run_1/clock_nets.png
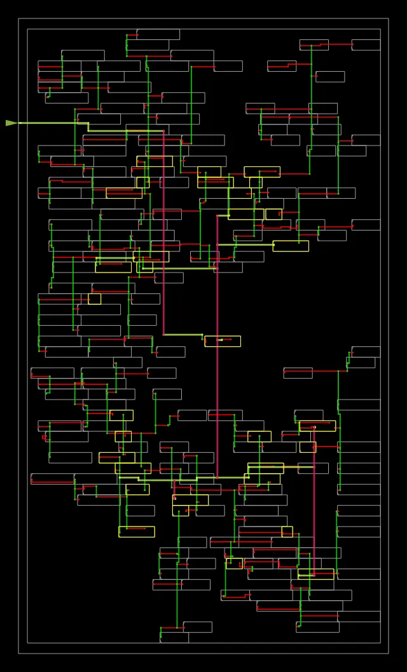
run_1/gates.png
Scale bar: 20 microns.
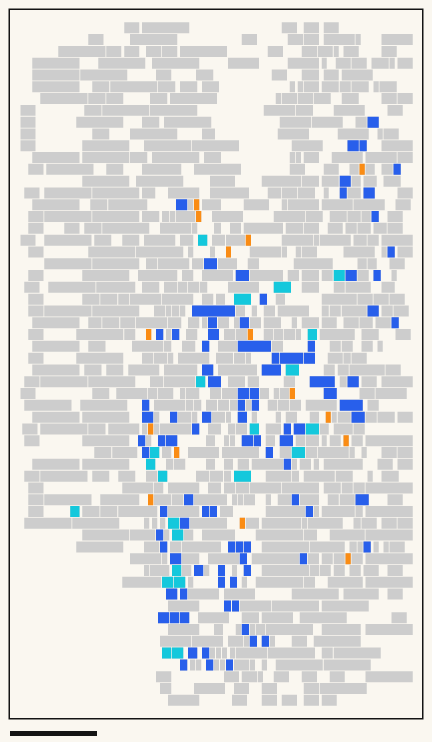
run_1/layers.png
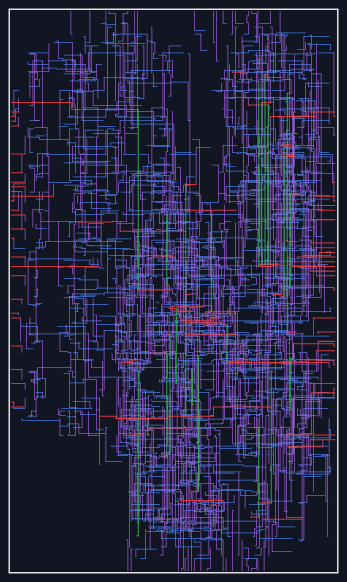
===== src/rtl/pdu_crc_framer_pkg.sv =====
// Shared BLE link-layer types: framer state encoding, CRC-24 polynomial and
// the single-bit CRC-24 update used by both the TX framer and the RX checker.
package ble_types;

  typedef enum logic [2:0] {
    FramerIdle,
    FramerHdr,
    FramerPayload,
    FramerCrc,
    FramerDone
  } ble_framer_state_t;

  localparam logic [23:0] BLE_CRC24_POLY = 24'h00065B;

  function automatic logic [23:0] ble_crc24_step(input logic [23:0] crc,
                                                 input logic        din,
                                                 input logic [23:0] poly = BLE_CRC24_POLY);
    logic fb;
    fb = crc[23] ^ din;
    return {crc[22:0], 1'b0} ^ (fb ? poly : 24'h000000);
  endfunction

endpackage


===== src/rtl/pdu_crc_framer_crc24.sv =====
// Serial CRC-24 register: preset loads a seed, enable advances one bit.
// Shared between the TX framer and the RX CRC checker.
module ble_crc24_serial
  import ble_types::*;
#(
  parameter logic [23:0] POLY = BLE_CRC24_POLY
) (
  input  logic        aclk,
  input  logic        aresetn,
  input  logic        preset,
  input  logic [23:0] preset_val,
  input  logic        enable,
  input  logic        bit_in,
  output logic [23:0] crc
);

  always_ff @(posedge aclk) begin
    if (!aresetn) begin
      crc <= 24'h000000;
    end else if (preset) begin
      crc <= preset_val;
    end else if (enable) begin
      crc <= ble_crc24_step(crc, bit_in, POLY);
    end
  end

endmodule


===== src/rtl/pdu_crc_framer.sv =====
// BLE PDU framer: serialises header, prefetched payload words and an optional
// CRC-24 as a gapless 1-bit AXI-Stream towards the whitener.
module pdu_crc_framer
  import ble_types::*;
#(
  parameter int          DATA_WIDTH = 32,
  parameter logic [23:0] CRC_POLY   = BLE_CRC24_POLY,
  parameter int          LEN_WIDTH  = 8
) (
  input  logic                  aclk,
  input  logic                  aresetn,
  input  logic                  start,
  input  logic                  abort,
  input  logic                  hdr_ext,
  input  logic                  crc_enable,
  input  logic [23:0]           crc_init,
  input  logic [23:0]           packet_hdr,
  input  logic [DATA_WIDTH-1:0] payload_tdata,
  input  logic                  payload_tvalid,
  output logic                  payload_tready,
  output logic                  output_tdata,
  output logic                  output_tvalid,
  input  logic                  output_tready,
  output logic                  output_tlast,
  output logic                  busy,
  output logic                  event_crc,
  output logic                  done
);

  localparam int BYTES = DATA_WIDTH / 8;
  localparam int SHW   = $clog2(DATA_WIDTH) + 1;
  localparam int BW    = $clog2(BYTES) + 1;
  localparam int PW    = LEN_WIDTH + 3;
  localparam logic [LEN_WIDTH-1:0] BYTES_L = LEN_WIDTH'(BYTES);

  ble_framer_state_t     state;
  logic                  hdr_ext_q;
  logic                  crc_en_q;
  logic [LEN_WIDTH-1:0]  len_q;
  logic [23:0]           hdr_q;
  logic [4:0]            bit_cnt;
  logic [LEN_WIDTH-1:0]  fetch_left;
  logic [PW-1:0]         pay_left;
  logic [DATA_WIDTH-1:0] shreg;
  logic [SHW-1:0]        sh_cnt;
  logic [DATA_WIDTH-1:0] buf_data;
  logic [BW-1:0]         buf_bytes;
  logic                  buf_vld;
  logic                  evt_crc_q;
  logic [23:0]           crc_q;

  logic                  in_frame, hdr_last, hs, start_ok, acc, load_sh, sh_shift;
  logic [LEN_WIDTH-1:0]  take;

  assign in_frame = (state == FramerHdr) || (state == FramerPayload);
  assign hdr_last = (bit_cnt == (hdr_ext_q ? 5'd23 : 5'd15));
  assign hs       = output_tvalid && output_tready;
  assign start_ok = start && !abort && ((state == FramerIdle) || (state == FramerDone));
  assign acc      = payload_tvalid && payload_tready;
  assign take     = (fetch_left >= BYTES_L) ? BYTES_L : fetch_left;
  assign sh_shift = hs && (state == FramerPayload);
  // Reload on the last bit's handshake keeps the stream gapless; an empty
  // shift register (underrun or header phase) loads as soon as a word exists.
  assign load_sh  = buf_vld && in_frame &&
                    ((sh_cnt == '0) || ((sh_cnt == SHW'(1)) && sh_shift));

  assign payload_tready = !buf_vld && (fetch_left != '0) && in_frame;
  assign busy           = in_frame || (state == FramerCrc);
  assign event_crc      = evt_crc_q;
  assign done           = hs && output_tlast;

  always_comb begin
    output_tvalid = 1'b0;
    output_tdata  = 1'b0;
    output_tlast  = 1'b0;
    case (state)
      FramerHdr: begin
        output_tvalid = 1'b1;
        output_tdata  = hdr_q[bit_cnt];
        output_tlast  = hdr_last && (len_q == '0) && !crc_en_q;
      end
      FramerPayload: begin
        output_tvalid = (sh_cnt != '0);
        output_tdata  = output_tvalid && shreg[0];
        output_tlast  = output_tvalid && (pay_left == PW'(1)) && !crc_en_q;
      end
      FramerCrc: begin
        output_tvalid = 1'b1;
        output_tdata  = crc_q[5'd23 - bit_cnt];
        output_tlast  = (bit_cnt == 5'd23);
      end
      default: ;
    endcase
  end

  ble_crc24_serial #(.POLY(CRC_POLY)) u_crc (
    .aclk       (aclk),
    .aresetn    (aresetn),
    .preset     (start_ok),
    .preset_val (crc_init),
    .enable     (hs && in_frame && !abort),
    .bit_in     (output_tdata),
    .crc        (crc_q)
  );

  always_ff @(posedge aclk) begin
    if (!aresetn) begin
      state      <= FramerIdle;
      hdr_ext_q  <= 1'b0;
      crc_en_q   <= 1'b0;
      len_q      <= '0;
      bit_cnt    <= '0;
      fetch_left <= '0;
      pay_left   <= '0;
      sh_cnt     <= '0;
      buf_bytes  <= '0;
      buf_vld    <= 1'b0;
      evt_crc_q  <= 1'b0;
    end else begin
      evt_crc_q <= 1'b0;
      if (abort) begin
        state      <= FramerIdle;
        fetch_left <= '0;
        pay_left   <= '0;
        sh_cnt     <= '0;
        buf_vld    <= 1'b0;
      end else if (start_ok) begin
        state      <= FramerHdr;
        hdr_ext_q  <= hdr_ext;
        crc_en_q   <= crc_enable;
        len_q      <= packet_hdr[8 +: LEN_WIDTH];
        bit_cnt    <= '0;
        fetch_left <= packet_hdr[8 +: LEN_WIDTH];
        pay_left   <= {packet_hdr[8 +: LEN_WIDTH], 3'b000};
        sh_cnt     <= '0;
        buf_vld    <= 1'b0;
      end else begin
        case (state)
          FramerHdr: if (hs) begin
            if (hdr_last) begin
              bit_cnt <= '0;
              if (len_q != '0) begin
                state <= FramerPayload;
              end else if (crc_en_q) begin
                state     <= FramerCrc;
                evt_crc_q <= 1'b1;
              end else begin
                state <= FramerDone;
              end
            end else begin
              bit_cnt <= bit_cnt + 5'd1;
            end
          end
          FramerPayload: if (hs) begin
            pay_left <= pay_left - PW'(1);
            if (pay_left == PW'(1)) begin
              if (crc_en_q) begin
                state     <= FramerCrc;
                evt_crc_q <= 1'b1;
              end else begin
                state <= FramerDone;
              end
            end
          end
          FramerCrc: if (hs) begin
            if (bit_cnt == 5'd23) state <= FramerDone;
            else                  bit_cnt <= bit_cnt + 5'd1;
          end
          default: ;
        endcase

        if (load_sh) begin
          sh_cnt  <= SHW'({buf_bytes, 3'b000});
          buf_vld <= 1'b0;
        end else if (sh_shift) begin
          sh_cnt <= sh_cnt - SHW'(1);
        end

        if (acc) begin
          buf_bytes  <= BW'(take);
          buf_vld    <= 1'b1;
          fetch_left <= fetch_left - take;
        end
      end
    end
  end

  // Datapath registers: no reset, qualified by the control state above.
  always_ff @(posedge aclk) begin
    if (start_ok) hdr_q <= packet_hdr;
    if (acc)      buf_data <= payload_tdata;
    if (!abort && !start_ok) begin
      if (load_sh)       shreg <= buf_data;
      else if (sh_shift) shreg <= shreg >> 1;
    end
  end

endmodule


===== config.mk =====
export PLATFORM = sky130hd
export DESIGN_NAME = pdu_crc_framer
export DESIGN_NICKNAME = d
export VERILOG_FILES = /design/src/rtl/pdu_crc_framer_pkg.sv /design/src/rtl/pdu_crc_framer_crc24.sv /design/src/rtl/pdu_crc_framer.sv
export SDC_FILE = /design/constraint.sdc
export NUM_CORES = 1
export LEC_CHECK = 0
export CAP_MARGIN = 10
export CORE_ASPECT_RATIO = 1.75
export CORE_MARGIN = 2
export CORE_UTILIZATION = 50
export DETAILED_ROUTE_END_ITERATION = 7
export PLACE_DENSITY = 0.76
export SETUP_SLACK_MARGIN = 0.15
export SLEW_MARGIN = 20
export SYNTH_ARGS = -nofsm -noshare
export SYNTH_HDL_FRONTEND = slang
export SYNTH_HIERARCHICAL = 1
export SYNTH_SLANG_ARGS = --single-unit

===== constraint.sdc =====
create_clock -name aclk -period 2.82 [get_ports aclk]
set_clock_uncertainty 0.05 [all_clocks]
set_input_delay 0.564 -clock aclk [delete_from_list [all_inputs] [get_ports aclk]]
set_output_delay 0.564 -clock aclk [all_outputs]
set_load 0.03 [all_outputs]

==> results.cfg, run 1 <==
; generated from flow reports
[status]
status = finished, violations left
violations = negative setup slack

[final_timing]
rsz0062_at_grt = true
tns_ns = -0.262
fin_crit_ns = 2.95
finalMaxSlewViolations = 0
fmax_mhz = 339
worstMarginPinSlew_ns = 0.672
slew_headroom_pct = 54.1
worst_slack_ns = -0.131
min_period_over_period_pct = 105
hold_viol = 0
finalSetupViolations = 2

[power_and_ir_drop]
power.density_mw_per_mm2 = 559
leakagePower_nw = 3.29
ir_drop_mv = 0.385

[global_routing]
grt_pass1_vias = 5542
globalRouteMet3Util_pct = 3.92
grt_pass1_wl_mm = 25.9
antenna_found_initial = 0
grt_max_degree = 35
grt_overflow = 0
met2_usage_pct = 42.1
busiest_layer = met2

[synthesis]
synth.cell_area_sq_mm = 0.00724
synth.most_common_cell = edfxtp_1
ys.flop_type = edfxtp_1
ys_types = 63
ys.flops = 160
yosys.area.top_type_share_pct = 36.5
seq_area_frac_synth_pct = 56.4
yosys_warnings = 6
topCellsByArea = edfxtp_1, dfxtp_1, mux2_1
ys_async_sr_fraction_pct = 0
synth_nets = 703
edf_count = 88
common_cells = edfxtp_1, dfxtp_1, mux2_1
synth_chip_area_sq_mm = 0.00724
postSynthAreaPerCell_sq_um = 11.9

[clock_tree]
clock-root-buffer = clkbuf_16
cts_tree = done
clk_pin_slew_ns = 0.07
htree_levels = 4
ctsHoldBuffers = 0

[final_layout]
drive_gt1_share_pct = 17.3
num-fill-cells = 1024
syn_to_final_growth_pct = 30.2
final_nets = 841
diodes = 0

[hold_path]
hold_depth = 2
hp-start = len_q[7]$_SDFFE_PN0P_
hold_end = len_q[7]$_SDFFE_PN0P_

[worst_setup_path]
arrival_ns = 2.34
critical_path_class = register to output port
crit_path_start_kind = register
reg2reg_from = bit_cnt[0]$_SDFFE_PN0P_
cpPeakStageDelay_ns = 0.54
r2r-end = u_crc/crc[0]$_SDFFE_PN0P_
cpMaxStageDelayCell = or4_4
crit_required_ns = 2.21
regToRegSetupSlack_ns = 0.28
worstPathMaxFanout = 3

[placed_design]
place.gp.congestion = 0.868
port_buffers = 94

[floorplan]
dieWidth_microns = 95.0
io_pins = 95
die_y_microns = 163
core_sq_mm = 0.0143
fp_util_pct = 50.7

[route]
dr.first_iter.drc_count = 339
drc_errors = 0
dr.pass1.iters = 4
ant_nets = 0
## Picture notes: clock_nets.png
CTS buffer count: 17
Flop Count: 160

## Picture notes: gates.png
Blue is aoi and oai cells, cells 95, most used a21oi_1. Cyan is and/or cells, cells 22. Orange is inv cells, cells 15, most used inv_1.
non-filler instance count after layout: 939
Commonest Layout Cell: clkdlybuf4s50_1
combinational share of cell area: 31.9%

## Picture notes: layers.png
Blue is M1, wire length 5940 microns. Red is M3, wire length 716 microns. Purple is M2, wire length 9420 microns. Green is M4, wire length 837 microns.
routed wire length per instance: 18.0 microns
gr usage total: 22.0%
final wirelength: 16.9 mm
total number of vias: 5390

-- run 1: layout by cell type (no fill, tap or decap), drive strengths merged, types with 13 or more instances in the layout --
master / instances
clkdlybuf4s50: 89
edfxtp: 88
dfxtp: 72
buf: 64
mux2: 49
nor2: 48
nand2: 39
a21oi: 37
mux2i: 27
inv: 23
clkbuf: 17
o21ai: 16
nand4: 13
-- run 1: cell families (layout without fill, tap and decap cells) --
group                      Yosys count  count (layout)  synth area share, %
and+or+nand+nor                    180             180                 13.5
DFF                                160             160                 56.4
AOI/OAI and AO/OA                  106             106                 9.59
muxes                               84              84                 13.8
buffers and inverters               50             201                 3.02
xor gates and xnor gates            20              20                 2.42
adders and majority gates            7               7                 1.21
other                                1               1               0.0518
-- run 1: worst max-delay path: cells and delay by family, from the launching register on --
kind	cells	cell delay, ns
flip-flops	1	0.32
AND-OR/OR-AND	3	0.83
AND/OR/NAND/NOR	1	0.54
buffers and inverters	1	0.21
-- run 1: power breakdown --
group          internal [W]  leakage [nW]  switching [W]
Sequential          0.00250          1.38      0.0000432
Clock               0.00121         0.294        0.00110
Combinational      0.000231          1.62       0.000185
Total               0.00394          3.29        0.00133
-- run 1: sequential cells by signal (all words and copies together) (netlist names) --
name / count
bit_cnt: 5
crc_en_q: 1
buf_vld: 1
hdr_q: 24
state: 3
buf_data: 32
u_crc/crc: 24
buf_bytes: 3
shreg: 32
fetch_left: 8
sh_cnt: 6
hdr_ext_q: 1
len_q: 8
event_crc: 1
pay_left: 11
-- run 1: cell type report --
type,instances,area [sq um],area share [%]
clock buffer,17,425,4.51
clock inverter,15,183,1.94
inverter,15,56.3,0.597
multi-input combinational,398,3010,31.9
sequential,160,4100,43.5
tap,180,225,2.39
timing repair buffer,154,1430,15.2
-- run 1: metal layers --
| metal | wire [microns] | up-vias | part of all wire, % |
|---|---|---|---|
| li1 | - | 2561 | - |
| met1 | 5940 | 2598 | 35 |
| met2 | 9420 | 177 | 56 |
| met3 | 716 | 54 | 4.2 |
| met4 | 837 | 0 | 4.9 |
| met5 | 0 | - | 0 |
-- run 1: timing repair --
| action | in CTS | in global routing |
|---|---|---|
| gates resized | 21 | 6 |
| cloned | 0 | 0 |
| setup endpoints to repair | 7 | 11 |
| pin swaps | 4 | 2 |
| setup buffers | 3 | 2 |
-- run 1: metrics by stage --
stage	instance area (sq um)	utilization (%)	setup WS (ns)	cells	hold WS [ns]
2_1_floorplan	7260	-	0.190	608	0.377
3_3_place_gp	8720	61.0	-0.0689	902	0.392
3_5_place_dp	8720	61.0	-0.0562	902	0.401
4_1_cts	9380	65.6	-0.129	937	0.411
5_1_grt	9430	66.0	-0.195	939	0.422
6_report	9430	66.0	-0.131	939	0.411
run_1/pinout.png
Pins as bars across the die edge, other pins in gray.
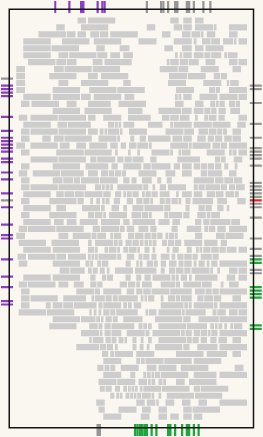

==> inputs of run 2 (changes only) <==
Settings changed: CORE_MARGIN 2 to 3.
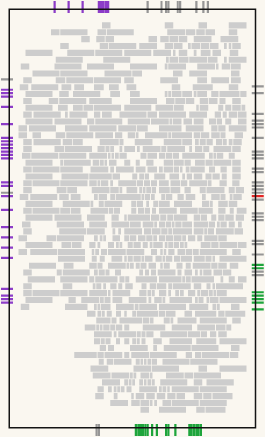
run_2/pinout.png
Pins as bars across the die edge, other pins in gray.
Red is output_tlast, pins 1, direction output, edge east. Purple is payload_tdata, pins 32, direction input, edge 24 west, 8 north. Green is packet_hdr, pins 24, direction input, edge 17 south, 7 east.
IO Port Bufs: 94
Die Height: 165 microns
die x size: 97.0 microns

==> run 2 against run 1 <==
The run still ends with negative setup slack left. Global-route usage down 0.086 points. Final cell count up 0.11%. Maximum frequency grew 0.85%. Register-to-register slack got worse by 0.31 ns. Clock power down 3%. Setup slack gained 0.025 ns. Wire length rose by 1.4%. First-iteration DRC count up 3.2%. Sequential power hardly changed. Total power decreased by 0.92%. Flip-flop count unchanged. Largest power group unchanged.
==> results.cfg, run 2 <==
; generated from flow reports
[synthesis]
netlist_instances = 608
edf_count = 88
ys_cells = 608
yosys_warnings = 6
ys.flops = 160
yosys.area.top_type_share_pct = 36.5
seq_area_frac_synth_pct = 56.4
fa_ha_area_share_pct = 1.21
largest_area_cell = edfxtp_1
xor_area_share_pct = 2.42
topCellsByArea = edfxtp_1, dfxtp_1, mux2_1
ys_sh_mux_pct = 13.8
synth_nets = 703
synth.most_common_cell = edfxtp_1
common_cells = edfxtp_1, dfxtp_1, mux2_1
synthAoiAreaFrac_pct = 9.59
synth_chip_area_sq_mm = 0.00724
ys_async_sr_fraction_pct = 0
ys.flop_type = edfxtp_1
logic_family = multiplexers
simple_gate_area_share_pct = 13.5
ys_types = 63
synth.cell_area_sq_mm = 0.00724
postSynthAreaPerCell_sq_um = 11.9

[final_layout]
diodes = 0
layout_top_cells = clkdlybuf4s50_1, edfxtp_1, dfxtp_1
final_cells = 940
largestRegisters = buf_data (32), shreg (32)
num-fill-cells = 993
final_area_sq_mm = 0.00955
drive_gt1_share_pct = 18.2
final_nets = 845
syn_to_final_growth_pct = 31.8
seq_area_sq_mm = 0.00410
lay_top_count = clkdlybuf4s50_1
layout.area.comb_sq_mm = 0.00305

[final_timing]
worst_slack_ns = -0.106
min_period_over_period_pct = 104
hold_viol = 0
rsz0062_at_grt = true
finalMaxSlewViolations = 0
fmax_mhz = 342
finalSetupViolations = 4
finalHoldWorstSlack_ns = 0.411
tns_ns = -0.256
fin_crit_ns = 2.93

[power_and_ir_drop]
power_w = 0.00522
ir_drop_mv = 0.440
leakagePower_nw = 3.33
power.density_mw_per_mm2 = 547

[clock_tree]
htree_levels = 4
clk_pin_slew_ns = 0.07
cts-buffers-inserted = 17
clock-root-buffer = clkbuf_16
cts_tree = done
cts_buffer_depth = 2

[route]
vias = 5504
drc_errors = 0
dr.pass1.iters = 5
wirelength_mm = 17.1
dr.first_iter.drc_count = 350
ant_nets = 0
routedWlPerCell_microns = 18.2
vias_per_cell = 5.86

[floorplan]
num_rows = 57
dieArea_sq_mm = 0.0160
core_sq_mm = 0.0140
fp_util_pct = 51.6
io_pins = 95

[placed_design]
dp_hpwl_mm = 11.8
place_area_sq_mm = 0.00863
place.gp.congestion = 0.906
dp.cells = 882

[global_routing]
grt_overflow = 0
antenna_found_initial = 0
grt_max_degree = 43
grt_pass1_wl_mm = 28.0
grt_pass1_vias = 5699
grt.total_usage_pct = 21.9

[worst_setup_path]
cpPeakStageDelay_ns = 0.54
timing.critical_path.max_delay_family = AND-OR/OR-AND gates
crit_path_start_kind = register
critPathBufInv = 1
cp_cell_sequence = or4_4 -> a2111o_1 -> o32a_1 -> o31ai_2 -> buf_4
end_kind = output port
crit_required_ns = 2.21
cpMaxStageDelayCell = or4_4
critical_path_class = register to output port
arrival_ns = 2.31
worstPathMaxFanout = 3

[status]
violations = negative setup slack
status = finished, violations left

[run]
maxCapViolations = 0
tool_warnings = 30

[hold_path]
hold_class = register to register
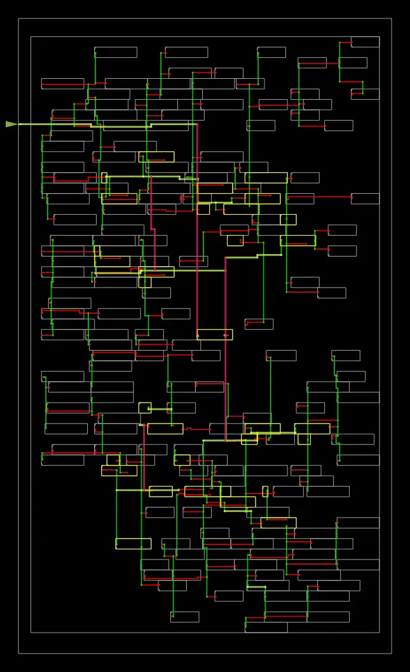
run_2/clock_nets.png
P_clk: 0.00225 W
clk sink count: 160
clk ins delay skew pair: 0.42 ns
Layout clock buffers: 18

-- run 2: cell types whose count changed in the layout (fill, tap and decap cells not counted), sizes merged --
cell,previous run,this run
inv,23,21
clkbuf,17,18
buf,64,68
bufinv,0,1
-- run 2: area by class of cell --
type,count,area share [%]
sequential,160,42.9
multi-input combinational,398,31.9
timing repair buffer,158,16.2
clock buffer,18,4.49
tap,177,2.32
clock inverter,14,1.57
inverter,15,0.590
-- run 2: where the power goes --
group | total, W | internal [W] | switching (W)
Clock | 0.00225 | 0.00125 | 0.000998
Sequential | 0.00254 | 0.00250 | 0.0000372
Combinational | 0.000434 | 0.000237 | 0.000197
-- run 2: final timing paths --
check	slack [ns]	cells after the start	from	end
worst max-delay path	-0.11	5	pay_left[6]$_SDFFE_PP0P_	done
worst max register to register	-0.03	16	pay_left[6]$_SDFFE_PP0P_	state[1]$_SDFFE_PP0P_
worst min-delay path	0.41	2	len_q[2]$_SDFFE_PN0P_	len_q[2]$_SDFFE_PN0P_
worst min register to register	0.41	2	len_q[2]$_SDFFE_PN0P_	len_q[2]$_SDFFE_PN0P_
-- run 2: per-stage QoR --
stage	setup slack (ns)	util, %
2_1_floorplan	0.190	-
4_1_cts	-0.0983	67.2
5_1_grt	-0.158	68.0
6_report	-0.106	68.0
3_5_place_dp	0.0755	61.4
3_3_place_gp	0.151	61.4
-- run 2: cells by family after synthesis --
group / Yosys count
AND-OR/OR-AND: 106
XOR/XNOR: 20
adder cells (fa/ha/maj): 7
buffers and inverters: 50
flip-flops: 160
multiplexers: 84
other: 1
AND/OR/NAND/NOR: 180
-- run 2: worst reg2reg max path, cell delays in order, from the launching register on --
cell and delay, ns:
dfxtp_4 0.34, or4_4 0.54, a2111o_1 0.30, o32a_1 0.22
o31ai_2 0.27, buf_4 0.15, buf_6 0.08, buf_6 0.08
buf_6 0.08, buf_6 0.08, buf_6 0.09, buf_6 0.08
buf_6 0.08, buf_6 0.08, buf_6 0.09, buf_6 0.09
nor2_4 0.03
-- run 2: timing repair --
item | 4_1_cts | 5_1_grt
hold endpoints to repair | 0 | 0
hold buffers | 0 | 0
gates resized | 25 | 13
setup buffers | 19 | 7
setup endpoints to repair | 11 | 12
pin swaps | 8 | 4
-- run 2: metal layers --
metal  part of all wire [%]  routed length, microns  global-route usage (%)
met1                     35                    6050                    22.3
met2                     56                    9630                    42.5
met3                    5.1                     875                    4.83
met4                    3.4                     578                    9.39
met5                      0                       0                       0
Power and IR drop assume default switching activity.
